<file path="src/rtl/vga_timing_gen.sv">
// ---------------------------------------------------------------------------
// vga_timing_gen
//
// Pixel-timing core for the text-mode GPU. A clock-enable strobe (pix_tick)
// is derived from the system clock, and horizontal/vertical counters step on
// that strobe to produce VGA sync, visible-area and position signals. A
// one-clock pulse marks the first pixel of vertical blanking so the frame
// interrupt logic can latch it without edge detection of its own.
//
// Ports:
//   clk            : system clock, all state changes on its rising edge
//   rst_n          : asynchronous active-low reset
//   pix_tick       : pixel strobe, counters advance on edges where it is 1
//   x              : horizontal pixel counter, 0..H_TOTAL-1
//   y              : vertical line counter, 0..V_TOTAL-1
//   h_sync         : horizontal sync, asserted level = SYNC_POL
//   v_sync         : vertical sync, asserted level = SYNC_POL
//   active         : current (x,y) lies in the visible area
//   blanking_start : one-clk pulse at the first pixel of vertical blanking
// ---------------------------------------------------------------------------
module vga_timing_gen #(
    parameter int CLK_DIV  = 1,
    parameter int H_ACTIVE = 640,
    parameter int H_FRONT  = 16,
    parameter int H_SYNC   = 96,
    parameter int H_BACK   = 48,
    parameter int V_ACTIVE = 480,
    parameter int V_FRONT  = 10,
    parameter int V_SYNC   = 2,
    parameter int V_BACK   = 33,
    parameter bit SYNC_POL = 1'b0
) (
    input  logic       clk,
    input  logic       rst_n,
    output logic       pix_tick,
    output logic [9:0] x,
    output logic [9:0] y,
    output logic       h_sync,
    output logic       v_sync,
    output logic       active,
    output logic       blanking_start
);

    localparam int H_TOTAL = H_ACTIVE + H_FRONT + H_SYNC + H_BACK;
    localparam int V_TOTAL = V_ACTIVE + V_FRONT + V_SYNC + V_BACK;

    localparam logic [3:0] DIV_LAST = 4'(CLK_DIV - 1);
    localparam logic [9:0] H_LAST   = 10'(H_TOTAL - 1);
    localparam logic [9:0] V_LAST   = 10'(V_TOTAL - 1);

    // Sync windows are compared in 11 bits so an end boundary of exactly
    // 1024 (sync running to the end of a 1024-wide line) stays representable.
    localparam logic [10:0] H_VIS_END  = 11'(H_ACTIVE);
    localparam logic [10:0] H_SYNC_BEG = 11'(H_ACTIVE + H_FRONT);
    localparam logic [10:0] H_SYNC_END = 11'(H_ACTIVE + H_FRONT + H_SYNC);
    localparam logic [10:0] V_VIS_END  = 11'(V_ACTIVE);
    localparam logic [10:0] V_SYNC_BEG = 11'(V_ACTIVE + V_FRONT);
    localparam logic [10:0] V_SYNC_END = 11'(V_ACTIVE + V_FRONT + V_SYNC);

    logic [3:0]  div_cnt;
    logic        tick_en;
    logic [10:0] x_ext;
    logic [10:0] y_ext;

    assign tick_en = (div_cnt == DIV_LAST);
    assign x_ext   = {1'b0, x};
    assign y_ext   = {1'b0, y};

    // Clock divider: free-running modulo-CLK_DIV counter. The strobe fires
    // on its last count so the first tick after reset lands CLK_DIV-1 edges
    // after release (immediately when CLK_DIV is 1).
    always_ff @(posedge clk or negedge rst_n) begin
        if (!rst_n) begin
            div_cnt <= 4'd0;
        end else if (tick_en) begin
            div_cnt <= 4'd0;
        end else begin
            div_cnt <= div_cnt + 4'd1;
        end
    end

    // Raster counters: x steps every tick, y steps when x wraps. The frame
    // wrap from the last pixel back to (0,0) takes a single tick.
    always_ff @(posedge clk or negedge rst_n) begin
        if (!rst_n) begin
            x <= 10'd0;
            y <= 10'd0;
        end else if (tick_en) begin
            if (x == H_LAST) begin
                x <= 10'd0;
                if (y == V_LAST) begin
                    y <= 10'd0;
                end else begin
                    y <= y + 10'd1;
                end
            end else begin
                x <= x + 10'd1;
            end
        end
    end

    // Decodes of the registered counters. pix_tick and blanking_start are
    // gated by rst_n so nothing downstream sees a strobe while held in reset
    // (with CLK_DIV=1 the divider compare alone would otherwise read 1).
    always_comb begin
        pix_tick       = rst_n && tick_en;
        active         = (x_ext < H_VIS_END) && (y_ext < V_VIS_END);
        h_sync         = ((x_ext >= H_SYNC_BEG) && (x_ext < H_SYNC_END)) ? SYNC_POL : ~SYNC_POL;
        v_sync         = ((y_ext >= V_SYNC_BEG) && (y_ext < V_SYNC_END)) ? SYNC_POL : ~SYNC_POL;
        blanking_start = pix_tick && (x == 10'd0) && (y_ext == V_VIS_END);
    end

endmodule

</file>
<file path="config.mk">
export PLATFORM = sky130hd
export DESIGN_NAME = vga_timing_gen
export DESIGN_NICKNAME = d
export VERILOG_FILES = /design/src/rtl/vga_timing_gen.sv
export SDC_FILE = /design/constraint.sdc
export NUM_CORES = 1
export LEC_CHECK = 0
export CORE_MARGIN = 4
export CORE_UTILIZATION = 53
export CTS_BUF_LIST = sky130_fd_sc_hd__clkbuf_4 sky130_fd_sc_hd__clkbuf_8
export CTS_CLUSTER_DIAMETER = 80
export DETAILED_ROUTE_END_ITERATION = 16
export PLACE_DENSITY = 0.82
export REMOVE_ABC_BUFFERS = 1
export SLEW_MARGIN = 20
export SYNTH_ARGS = -nofsm -noshare
export SYNTH_HDL_FRONTEND = slang
export SYNTH_SLANG_ARGS = --single-unit
</file>
<file path="constraint.sdc">
create_clock -name clk -period 2.13 [get_ports clk]
set_input_delay 0.3195 -clock clk [delete_from_list [all_inputs] [get_ports clk]]
set_output_delay 0.3195 -clock clk [all_outputs]
set_load 0.02 [all_outputs]
</file>
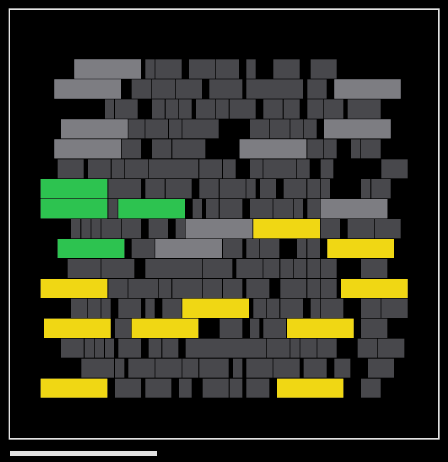
run_1/registers.png
Scale bar: 20 microns. Other sequential cells in the stronger grey, the rest of the logic in the fainter grey.
Key: green = div_cnt [flops 4, where middle left]; yellow = x [flops 10]
Another 10 sequential cells are not coloured.

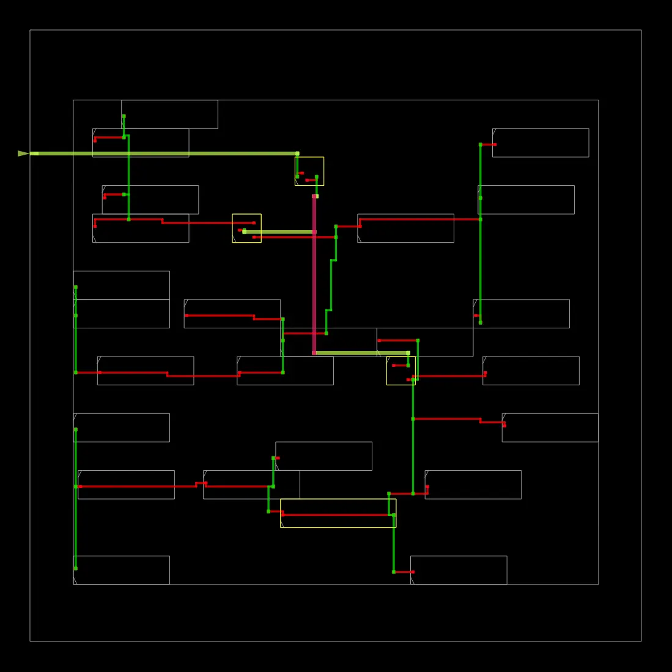
run_1/final_clocks.png
CLK BUF: 3
clock network power: 0.343 mW
Inserted Clock Buffers: 3
Seq cells: 24
Sink Count: 24

==> changes_impl.md, run 1 <==
## Implementation

* CTS Buffer Depth at 2
* Cell type with the largest total area after synthesis: dfrtp_1
* Pwr Total at 0.814 mW
* Fill cell count at between 100 and 150
* Most frequent cells after synthesis: 24 x dfrtp_1, 12 x nand3_1, 10 x nand2_1, 8 x nand4_1, 8 x nor2_1
* Width of the die at 58.4 microns
* Post-synth top flop: dfrtp_1
* Crit-path cells: inv_2 -> ha_1 -> or4b_4 -> nor3_2 -> and4_1 -> buf_6
* Met1 usage at approximately 28%
* First-pass GRT wire length at between 5000 and 6000 microns
* Setup slack, reg-to-reg at around 0.12 ns
* Comb area leader: simple AND/OR/NAND/NOR gates
* First-iteration detailed-routing DRC count at 49
* Die height at a little under 60 microns
* Design Area, Final at 0.00188 sq mm
* Worst hold-check path type: input port to asynchronous set/reset pin
* Slew @ Worst Pin at roughly 0.36 ns
* Distinct cells, synth at roughly 40
* Post-route worst setup slack at -0.106 ns
* Final Core Density at approximately four fifths
* Post-cts sizing count at 13
* Seq share, synth at ~45%
* Clock root cell: clkbuf_4
* Cell count after placement at between 200 and 250
* CP startpoint kind: flip-flop
* Clk Latency, worst-skew pair at approximately 0.33 ns
* Hold_ws at 0.376 ns
* Avg Vias per Cell at around 6.0
* FP Util at 58.0%
* Synth Cell Area at 0.00135 sq mm
* Avg Cell Area, Syn at approximately 10 sq um
* Met2 Use GR at about 37%
* Clock Skews at about 0.012 ns
* Post-route DRC at 0
* Buffers on Ports at 26
* Hold-fix buffers at CTS at 0
* Violated checks: setup timing
* Inverters at 7
* # Cells Yosys at between 100 and 150
* H-tree lvl count at 1
* Async S/R FF share, synth at 100%
* Chip area at 0.00341 sq mm
* Yosys stat area at about 0.0013 sq mm
* Mux contribution to synthesized area at 0%
* DP Worst Slack at -0.164 ns
* CP required at about 1.8 ns
* Basic Gates by Area at between 30% and 40%
* Total I/O pin count at 27
* R2R Path Start: div_cnt[1]
* Initial antenna violation count at 0
* DP HPWL at 2570 microns
* FMAX at between 400 and 500 MHz
* Logic Gate Count at 102
* Gate Area at approximately 730 sq um
* GPL Wtd Cong at 0.933
* Synth top area share at 44.7%
* Fin nets at between 150 and 200
* CP startpoint: x[0]
* N_diodes at 0
* Layout cell share with drive strength beyond 1 at 21.1%
* Yosys aoi share at 8.19%
* Final-report setup violation count at 1
* Area growth syn-to-layout at 39.4%
* Post-DRT Antenna Nets at 0
* Non-clk buf share at 22.9%
* Regs by FF count: x x10, y x10, div_cnt x4
* DR top layer: met4
* Fin crit share at 105%
* Setup_tns at -0.106 ns
* # Taps at 28
* Hold Violations, Final at 0
* Yosys xor share at under 10%
* YS warnings at 0
* Drt first pass iters at 4
* Sequential cell area at between 600 and 700 sq um
* WP data arrival at around 1.9 ns
* Most Crowded Layer GR: met2
* Leak at 0.847 nW
* Total gr overflow at 0
* Max incr delay on CP at ~0.48 ns
* Slew headroom at 75.9%
* Largest net degree at the start of global routing at 25
* RSZ-0062 raised after global routing: yes
* Reg clk slew, reported paths at 0.15 ns
* Ys flops at 24
* Top-count cell post-synth: dfrtp_1
* Status: finished, violations left
* Met1 WL at roughly 1500 microns
* Adder share at between 5 and 6%
* Placed Instance Area at between 0.0015 and 0.002 sq mm
* Setup Crit Path Kind: flip-flop to primary output
* Core ar. at roughly 0.0023 sq mm
* Number of logged tool warnings at 30
* PD cells at ~430 mW/mm^2
* Max Slew Vio Count at 0
* Max IR drop VDD at 474 uV
* Average routed wire per standard cell at roughly 17 microns
* Largest delay share family, worst path: simple AND/OR/NAND/NOR gates
* Top cells, area: dfrtp_1 45%, ha_1 5.6%, xnor2_1 4.6%
* Slowest CP cell: or4b_4
* Max Cap Viol at 0
* Seq/total area at 32.0%
* Number of global-route vias before repair at 1222
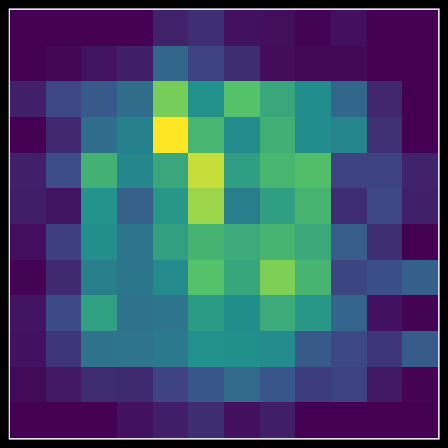
run_1/wire_density.png
The die is cut into 12 by 12 equal tiles; dark purple is low, yellow is high, scaled to the fullest tile. Values are wire area over tile area, all layers added.
The fullest tile reaches 0.60. The densest ninth of the die: centre. The mean over all tiles is 0.17. 21% of the tiles are over half the peak. 17% of the tiles are nearly empty.
DRT Wirelength: 3620 microns
Vias: 1284
gr usage total: 22.1%

run 1: placed cells by master, fill, tap and decap left out, types with 2 or more instances in the layout:
cell,instances
a21oi_1,2
and4_1,4
and4b_1,2
buf_4,20
buf_6,3
clkbuf_4,3
clkdlybuf4s50_1,21
dfrtp_1,24
dlygate4sd2_1,2
ha_1,6
inv_1,5
inv_2,2
nand2_1,10
nand3_1,12
nand4_1,8
nor2_1,8
nor3_1,5
nor4_4,2
o21ai_0,6
o21ai_1,3
xnor2_1,7
xor2_1,5
run 1: report_power, final:
part / internal, mW / switching, mW / total [mW] / leakage [nW]
logic: 0.00391 / 0.0111 / 0.0150 / 0.499
clock network: 0.191 / 0.153 / 0.343 / 0.0279
registers: 0.456 / 0 / 0.456 / 0.321
==> run 2: changes to the inputs <==
--- a/config.mk
+++ b/config.mk
@@ -5,11 +5,13 @@
 export SDC_FILE = /design/constraint.sdc
 export NUM_CORES = 1
 export LEC_CHECK = 0
+export ABC_CLOCK_PERIOD_IN_PS = 2130
 export CORE_MARGIN = 4
 export CORE_UTILIZATION = 53
 export CTS_BUF_LIST = sky130_fd_sc_hd__clkbuf_4 sky130_fd_sc_hd__clkbuf_8
 export CTS_CLUSTER_DIAMETER = 80
 export DETAILED_ROUTE_END_ITERATION = 16
+export HOLD_SLACK_MARGIN = 0.12
 export PLACE_DENSITY = 0.82
 export REMOVE_ABC_BUFFERS = 1
 export SLEW_MARGIN = 20
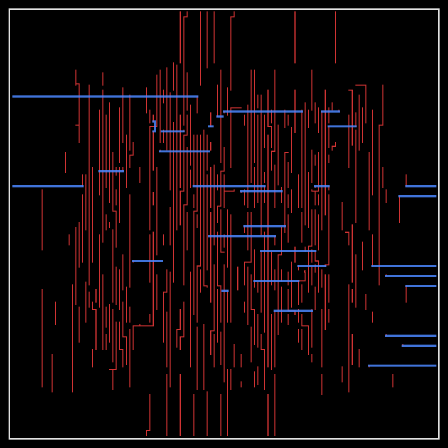
run_2/metal_stack.png
Only two layers are drawn.
Key: blue = met3 [wire length 173 microns]; red = met2 [wire length 1860 microns]

==> run 2 against run 1 <==
  * The flow still finishes with violations (setup timing)
  * Clock skew did not move
  * Maximum frequency is the same
  * Sequential power is essentially flat
  * Flip-flop count is the same
  * Via count did not move
  * Combinational power about the same
  * Synthesized area unchanged
  * Setup slack unchanged
  * Critical path depth unchanged
  * Register-to-register slack is essentially flat
  * Largest cell class unchanged
  * Largest power group unchanged
==> changes_impl.md, run 2 <==
## Implementation

* Sequential cell area at 601 sq um (unchanged)
* Adder share at 5.58% (unchanged)
* Slew headroom at 75.9% (unchanged)
* Internal at 0.650 mW (unchanged)
* Violated checks: setup timing
* YS warnings at 0 (unchanged)
* Number of logged tool warnings at 30 (unchanged)
* CP startpoint kind: flip-flop
* Hold_ws at 0.376 ns (unchanged)
* Net Sw Power at 0.164 mW (unchanged)
* Post-route worst setup slack at -0.106 ns (unchanged)
* Pwr Total at 0.814 mW (unchanged)
* Logic Gate Count at 102 (unchanged)
* Setup Crit Path Kind: flip-flop to primary output
* Buffers on Ports at 26 (unchanged)
* Sink Count at 24 (unchanged)
* Seq cells at 24 (unchanged)
* Final-report setup violation count at 1 (unchanged)
* Clock power share at 42.2% (about the same)
* Cell type with the largest total area after synthesis: dfrtp_1
* CLK BUF at 3 (unchanged)
* Met2 Use GR at 37.3% (unchanged)
* DP Worst Slack at -0.164 ns (unchanged)
* Flop pwr share at 56.0% (about the same)
* Hold-fix buffers at CTS at 0 (unchanged)
* Largest net degree at the start of global routing at 25 (unchanged)
* First-pass GRT wire length at 5820 microns (unchanged)
* Sw Share at 20.1% (unchanged)
* First-iteration detailed-routing DRC count at 49 (unchanged)
* Number of global-route vias before repair at 1222 (unchanged)
* PD cells at 434 mW/mm^2 (unchanged)
* Synth top area share at 44.7% (unchanged)
* RSZ-0062 raised after global routing: yes
* R2R Path Start: div_cnt[1]
* Most frequent cells after synthesis: 24 x dfrtp_1, 12 x nand3_1, 10 x nand2_1, 8 x nand4_1, 8 x nor2_1
* Fin crit share at 105% (unchanged)
* Post-synth top flop: dfrtp_1
* Drt first pass iters at 4 (unchanged)
* H-tree lvl count at 1 (unchanged)
* Combinational gate power at 0.0150 mW (about the same)
* Mux contribution to synthesized area at 0% (unchanged)
* Met1 usage at 28.1% (unchanged)
* Total gr overflow at 0 (unchanged)
* WP data arrival at 1.92 ns (about the same)
* Distinct cells, synth at 40 (unchanged)
* Max IR drop VDD at 474 uV (unchanged)
* Met1 WL at 1530 microns (unchanged)
* Non-clk buf share at 22.9% (unchanged)
* Reg clk slew, reported paths at 0.15 ns (about the same)
* Fin nets at 194 (unchanged)
* Comb pwr share at 1.8% (about the same)
* FP Util at 58.0% (unchanged)
* Leak at 0.847 nW (unchanged)
* Ys flops at 24 (unchanged)
* Total I/O pin count at 27 (unchanged)
* Slew @ Worst Pin at 0.356 ns (unchanged)
* Yosys xor share at 7.81% (unchanged)
* CP required at 1.81 ns (about the same)
* Initial antenna violation count at 0 (unchanged)
* # Cells Yosys at 137 (unchanged)
* Avg Vias per Cell at 6.03 (unchanged)
* Clk Latency, worst-skew pair at 0.33 ns (about the same)
* Core ar. at 0.00232 sq mm (unchanged)
* GPL Wtd Cong at 0.933 (unchanged)
* Vias at 1284 (unchanged)
* Seq pwr at 0.456 mW (about the same)
* Setup slack, reg-to-reg at 0.12 ns (about the same)
* # Taps at 28 (unchanged)
* Top cells, area: dfrtp_1 45%, ha_1 5.6%, xnor2_1 4.6%
* Most instantiated logic cells after routing: 24 x dfrtp_1, 21 x clkdlybuf4s50_1, 20 x buf_4, 12 x nand3_1, 10 x nand2_1
* Status: finished, violations left
* Top-count cell post-synth: dfrtp_1
* N_diodes at 0 (unchanged)
* Post-route DRC at 0 (unchanged)
* Hold Violations, Final at 0 (unchanged)
* Most frequent logic cell in the layout: dfrtp_1
* Setup_tns at -0.106 ns (unchanged)
* Final Core Density at 80.9% (unchanged)
* Async S/R FF share, synth at 100% (unchanged)
* FMAX at 447 MHz (unchanged)
* Inserted Clock Buffers at 3 (unchanged)
* Seq share, synth at 44.7% (unchanged)
* Most Crowded Layer GR: met2
* Design Area, Final at 0.00188 sq mm (unchanged)
* Width of the die at 58.4 microns (unchanged)
* Average routed wire per standard cell at 17.0 microns (unchanged)
* Cell count after placement at 209 (unchanged)
* Avg Cell Area, Syn at 9.82 sq um (unchanged)
* Max Cap Viol at 0 (unchanged)
* Clock network power at 0.343 mW (about the same)
* Regs by FF count: x x10, y x10, div_cnt x4
* CTS Buffer Depth at 2 (unchanged)
* Yosys stat area at 0.00135 sq mm (unchanged)
* Seq/total area at 32.0% (unchanged)
* DRT Wirelength at 3620 microns (unchanged)
* Comb area leader: simple AND/OR/NAND/NOR gates
* Yosys aoi share at 8.19% (unchanged)
* Gr usage total at 22.1% (unchanged)
* Synth Cell Area at 0.00135 sq mm (unchanged)
* Placed Instance Area at 0.00179 sq mm (unchanged)
run 2: cell counts after synthesis:
Identical to the previous run, type by type.
run 2: how the worst min path moves through the flow:
stage / from / to / slack (ns) / cells past startpoint
after floorplan: rst_n / div_cnt[0] / 0.02 / 0
after global placement: div_cnt[3] / div_cnt[3] / 0.50 / 1
after detailed placement: div_cnt[0] / div_cnt[0] / 0.53 / 2
after CTS: rst_n / y[0] / 0.40 / 2
after global routing: rst_n / y[0] / 0.41 / 2
final: rst_n / y[0] / 0.38 / 2
run 2: worst max-delay path, cell delays in order, from the launching register on:
cell and delay (ns):
dfrtp_1 0.43, inv_2 0.07, ha_1 0.16, or4b_4 0.48
nor3_2 0.12, and4_1 0.21, buf_6 0.12
run 2: timing repair:
item / CTS / global route
resized: 13 / 8
pin swaps: 1 / 1
endpoints found under the setup margin: 5 / 6
No activity file was given, so power comes from the tool's default toggle rates.
